Routing congestion map:
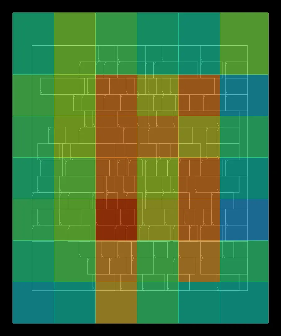
Metal layers overlaid:
Two of the layers only.
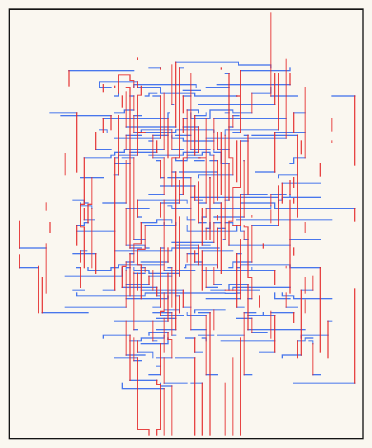
$ cat src/rtl/cadre_pkg.sv
// Shared definitions for the animated border block.
//   - side codes used by cotes_en bit positions and impact_cote
//   - FSM state encoding (REPOS / FLASH)
//   - default colour constants (5-bit palette indices)
package cadre_pkg;

  localparam logic [1:0] COTE_GAUCHE = 2'd0;
  localparam logic [1:0] COTE_DROITE = 2'd1;
  localparam logic [1:0] COTE_HAUT   = 2'd2;
  localparam logic [1:0] COTE_BAS    = 2'd3;

  typedef enum logic {
    REPOS = 1'b0,
    FLASH = 1'b1
  } etat_t;

  localparam logic [4:0] COUL_CADRE_DEF = 5'd20;
  localparam logic [4:0] COUL_FLASH_DEF = 5'd31;
  localparam logic [4:0] COUL_FOND_DEF  = 5'd0;

endpackage

$ cat src/rtl/cadre_flash_fsm.sv
// Flash sequencer for the animated border.
// An impact latches the side hit and loads a frame down-counter; each frame
// tick decrements it until the flash ends. A new impact restarts the flash
// and wins over a simultaneous tick.
// Ports:
//   clk, reset   : clock, synchronous active-high reset
//   tick         : frame tick (one cycle per frame)
//   impact       : single-cycle impact pulse
//   impact_cote  : side hit, sampled only with impact
//   flash_actif  : state == FLASH (registered)
//   cote_f       : latched flashing side
//   cpt          : remaining flash frames
module cadre_flash_fsm
  import cadre_pkg::*;
#(
  parameter int unsigned FLASH_TRAMES = 8,
  parameter int unsigned CW           = $clog2(FLASH_TRAMES + 1)
) (
  input  logic          clk,
  input  logic          reset,
  input  logic          tick,
  input  logic          impact,
  input  logic [1:0]    impact_cote,
  output logic          flash_actif,
  output logic [1:0]    cote_f,
  output logic [CW-1:0] cpt
);

  localparam logic [CW-1:0] CPT_PLEIN = CW'(FLASH_TRAMES);
  localparam logic [CW-1:0] CPT_UN    = CW'(1);

  etat_t         state, state_n;
  logic [1:0]    cote_n;
  logic [CW-1:0] cpt_n;

  always_ff @(posedge clk) begin
    if (reset) begin
      state  <= REPOS;
      cote_f <= '0;
      cpt    <= '0;
    end else begin
      state  <= state_n;
      cote_f <= cote_n;
      cpt    <= cpt_n;
    end
  end

  always_comb begin
    state_n = state;
    cote_n  = cote_f;
    cpt_n   = cpt;
    case (state)
      REPOS: begin
        if (impact) begin
          state_n = FLASH;
          cote_n  = impact_cote;
          cpt_n   = CPT_PLEIN;
        end
      end
      FLASH: begin
        // Impact checked first so a coincident tick cannot eat a frame.
        if (impact) begin
          cote_n = impact_cote;
          cpt_n  = CPT_PLEIN;
        end else if (tick) begin
          if (cpt == CPT_UN) begin
            state_n = REPOS;
            cpt_n   = '0;
          end else begin
            cpt_n = cpt - CPT_UN;
          end
        end
      end
      default: state_n = REPOS;
    endcase
  end

  assign flash_actif = (state == FLASH);

endmodule

$ cat src/rtl/cadre_anime.sv
// Animated screen border: draws enabled sides in a steady colour and blinks
// the last side hit by the ball for a few frames.
// Ports:
//   clk, reset   : clock, synchronous active-high reset
//   hpos, vpos   : current pixel column / line
//   cotes_en     : side enables (0 left, 1 right, 2 top, 3 bottom)
//   impact       : single-cycle pulse when the ball hits a side
//   impact_cote  : side hit, sampled only with impact
//   couleur      : registered pixel colour (1-cycle latency)
//   flash_actif  : high while the flash is running
module cadre_anime
  import cadre_pkg::*;
#(
  parameter int unsigned H_ACTIVE     = 640,
  parameter int unsigned V_ACTIVE     = 480,
  parameter int unsigned EPAIS        = 3,
  parameter logic [4:0]  COUL_CADRE   = COUL_CADRE_DEF,
  parameter logic [4:0]  COUL_FLASH   = COUL_FLASH_DEF,
  parameter logic [4:0]  COUL_FOND    = COUL_FOND_DEF,
  parameter int unsigned FLASH_TRAMES = 8
) (
  input  logic        clk,
  input  logic        reset,
  input  logic [10:0] hpos,
  input  logic [10:0] vpos,
  input  logic [3:0]  cotes_en,
  input  logic        impact,
  input  logic [1:0]  impact_cote,
  output logic [4:0]  couleur,
  output logic        flash_actif
);

  localparam int unsigned CW = $clog2(FLASH_TRAMES + 1);

  localparam logic [10:0] H_MAX   = 11'(H_ACTIVE);
  localparam logic [10:0] V_MAX   = 11'(V_ACTIVE);
  localparam logic [10:0] EP      = 11'(EPAIS);
  localparam logic [10:0] H_DROIT = 11'(H_ACTIVE - EPAIS);
  localparam logic [10:0] V_BAS   = 11'(V_ACTIVE - EPAIS);

  logic          tick;
  logic          hors_zone;
  logic [3:0]    sur_cote;
  logic [3:0]    cote_actif;
  logic          flash_pix;
  logic          en_flash;
  logic [1:0]    cote_f;
  logic [CW-1:0] cpt;
  logic [4:0]    couleur_n;

  assign tick = (hpos == '0) && (vpos == '0);

  cadre_flash_fsm #(
    .FLASH_TRAMES(FLASH_TRAMES),
    .CW          (CW)
  ) u_fsm (
    .clk        (clk),
    .reset      (reset),
    .tick       (tick),
    .impact     (impact),
    .impact_cote(impact_cote),
    .flash_actif(en_flash),
    .cote_f     (cote_f),
    .cpt        (cpt)
  );

  assign flash_actif = en_flash;

  always_comb begin
    hors_zone = (hpos >= H_MAX) || (vpos >= V_MAX);

    sur_cote              = '0;
    sur_cote[COTE_GAUCHE] = hpos < EP;
    sur_cote[COTE_DROITE] = (hpos >= H_DROIT) && (hpos < H_MAX);
    sur_cote[COTE_HAUT]   = vpos < EP;
    sur_cote[COTE_BAS]    = (vpos >= V_BAS) && (vpos < V_MAX);

    cote_actif = sur_cote & cotes_en;
    // A disabled flashing side never lights because cote_actif masks it.
    flash_pix  = en_flash && cote_actif[cote_f];

    if (hors_zone) begin
      couleur_n = COUL_FOND;
    end else if (flash_pix) begin
      couleur_n = cpt[0] ? COUL_FLASH : COUL_CADRE;
    end else if (|cote_actif) begin
      couleur_n = COUL_CADRE;
    end else begin
      couleur_n = COUL_FOND;
    end
  end

  always_ff @(posedge clk) begin
    if (reset) begin
      couleur <= '0;
    end else begin
      couleur <= couleur_n;
    end
  end

endmodule
$ cat config.mk
export PLATFORM = sky130hd
export DESIGN_NAME = cadre_anime
export DESIGN_NICKNAME = d
export VERILOG_FILES = /design/src/rtl/cadre_pkg.sv /design/src/rtl/cadre_flash_fsm.sv /design/src/rtl/cadre_anime.sv
export SDC_FILE = /design/constraint.sdc
export NUM_CORES = 1
export LEC_CHECK = 0
export CAP_MARGIN = 40
export CORE_ASPECT_RATIO = 1.25
export CORE_MARGIN = 3
export CORE_UTILIZATION = 40
export DETAILED_ROUTE_END_ITERATION = 12
export PLACE_DENSITY = 0.94
export SKIP_CTS_REPAIR_TIMING = 1
export SLEW_MARGIN = 30
export SYNTH_ARGS = -nofsm -noshare
export SYNTH_HDL_FRONTEND = slang
export SYNTH_SLANG_ARGS = --single-unit
$ cat constraint.sdc
create_clock -name clk -period 2.8 [get_ports clk]
set_clock_uncertainty 0.05 [all_clocks]
set_input_delay 0.56 -clock clk [delete_from_list [all_inputs] [get_ports clk]]
set_output_delay 0.56 -clock clk [all_outputs]
set_load 0.005 [all_outputs]
==> CHANGELOG.md <==
### Changed

- Tightest hold margin: 0.432 ns
- Number of global-route vias before repair: 736
- Static Leak: 0.350 nW
- Number of buffers between clock root and the deepest sink: 2
- Main area contributors: sky130_fd_sc_hd__dfxtp_1 27%, sky130_fd_sc_hd__mux2i_1 7.5%, sky130_fd_sc_hd__nor3_1 5.2%
- ClkCell Share: 2.51%
- Drt first pass iters: 4
- Largest cell class by area: multi-input combinational cells
- WP data arrival: 2.24 ns
- Met3 global-route usage: 7.96%
- Area share of buffers outside the clock network: 34.4%
- Top non-seq family: simple AND/OR/NAND/NOR gates
- XOR/XNOR Area Share: 0%
- Post-synth seq share: 27.0%
- Antenna violations before repair: 0
- Setup repair after global routing missed its margin: false
- Reg-to-reg slack, setup: 1.29 ns
- DR WL met2: 884 um
- Via density per instance: 5.95
- Sequential cell fraction of total power: 44.0%
- Cell count of the worst hold path: 2
- Synthesized-area fraction occupied by and/or/nand/nor cells: 41.9%
- Count of filler cells inserted in the layout: 128
- Largest driver fanout on the critical path: 5
- Power drawn by the sequential cells: 136 uW
- Post-synth top area cell: sky130_fd_sc_hd__dfxtp_1
- Proportion of synthesized area in mux cells: 7.49%
- First-pass GRT wire length: 3150 um
- Chip Area: 2200 um2
- Largest net degree at the start of global routing: 10
- Area inside the core boundary: 1460 um2
- Worst supply voltage drop on vdd: 0.269 mV
- CTS tree: done
- Number of top-level pins: 37
- Total Neg Setup Slack: 0 ns
- Final setup viols: 0
- Hold violation total from the final report: 0
- Crit Path Category: in2reg
- Source-to-sink clock delay at the later pin of the worst-skew pair: 0.25 ns
- Post-route ant nets: 0
- Met3 wire length: 166 um
- Net count after synthesis: 117
- Power per Cell Area: 295 nW/um2
- Post-synth top flop: sky130_fd_sc_hd__dfxtp_1
- Final global-route overflow total: 0
- Area share of the largest cell type after synthesis: 27.0%
- Yosys warning tally: 0
- Logic gate fraction of the total cell area: 42.3%
- Time the worst path needs with I/O delays and setup: 2.11 ns
- Post-detailed-route DRC marker count: 0
- Inverters, non-clock: 4
- Die Wd: 42.6 um
- Critical Path End: u_fsm.cpt[3]
- Switching power summed over all nets: 72.2 uW
- Endpoint of the worst hold path: u_fsm.cpt[1]
- Layout Utilization: 71.5%
- Final slew viol count: 0
- Startpoint of the worst setup timing path: hpos[3]
- Outcome: completed
- Min-delay worst type: reg2reg
- Vertical die size: 51.7 um
- Max frequency: 473 MHz
- N_taps: 17
- Pin slew with the least headroom to its limit: 0.420 ns
- Headroom to the max-slew limit: 71.8%
- Core Rows: 15
- Clock H-tree levels: 1
- Clock tree root driver cell: sky130_fd_sc_hd__clkbuf_4
- Synth Instances: 84
- Dominant logic cell types in the final layout: 36 x sky130_fd_sc_hd__clkdlybuf4s50_1, 9 x sky130_fd_sc_hd__nor2_1, 9 x sky130_fd_sc_hd__dfxtp_1
- Number of I/O port buffers: 36
- Net Sw Frac: 23.4%
- Leading cell types by count after synthesis: 9 x sky130_fd_sc_hd__dfxtp_1, 9 x sky130_fd_sc_hd__nor2_1, 7 x sky130_fd_sc_hd__nor3_1, 5 x sky130_fd_sc_hd__mux2i_1
- Mean cell area of the mapped netlist: 7.95 um2
- Max-capacitance violation count: 0
- Part of the power in the clock network: 30.5%
- TritonCTS buffer count: 3
- Post-route met1 wirelength: 753 um
- Worst Hold Launch: u_fsm.cpt[1]
- Global placement routability congestion: 0.844
- Effective utilization at floorplan: 45.6%
## Picture notes: 'routing congestion map'
met1 Resource Use GR: 20.2%
GRT busiest layer: met2
fraction of met2 tracks used by global routing: 32.2%
Routed wire per std cell: 13.3 um

## Picture notes: 'metal layers overlaid'
legend:
  blue:
    layer: met1
    wire_length: 753 um
  red:
    layer: met2
    wire_length: 884 um

-- flip-flops by register name, summed over array words and instances, names as in the netlist --
name,count
u_fsm.cpt,4
u_fsm.flash_actif,1
couleur,2
u_fsm.cote_f,2
-- critical path, cell delays in order --
cell and delay (ns):
sky130_fd_sc_hd__clkdlybuf4s50_1 0.46, sky130_fd_sc_hd__nor4_4 0.36, sky130_fd_sc_hd__nand4_2 0.20, sky130_fd_sc_hd__or4_1 0.50
sky130_fd_sc_hd__a31oi_1 0.16
-- stage by stage --
stage	cell area, um2	instances	power [mW]	setup slack (ns)
after floorplan	668	84	0.160	1.03
after global placement	1020	132	0.215	0.464
after detailed placement	1020	132	0.217	0.425
after CTS	1050	136	0.314	0.688
after global routing	1050	136	0.326	0.549
final	1050	136	0.309	0.686
Power and IR drop assume default switching activity.
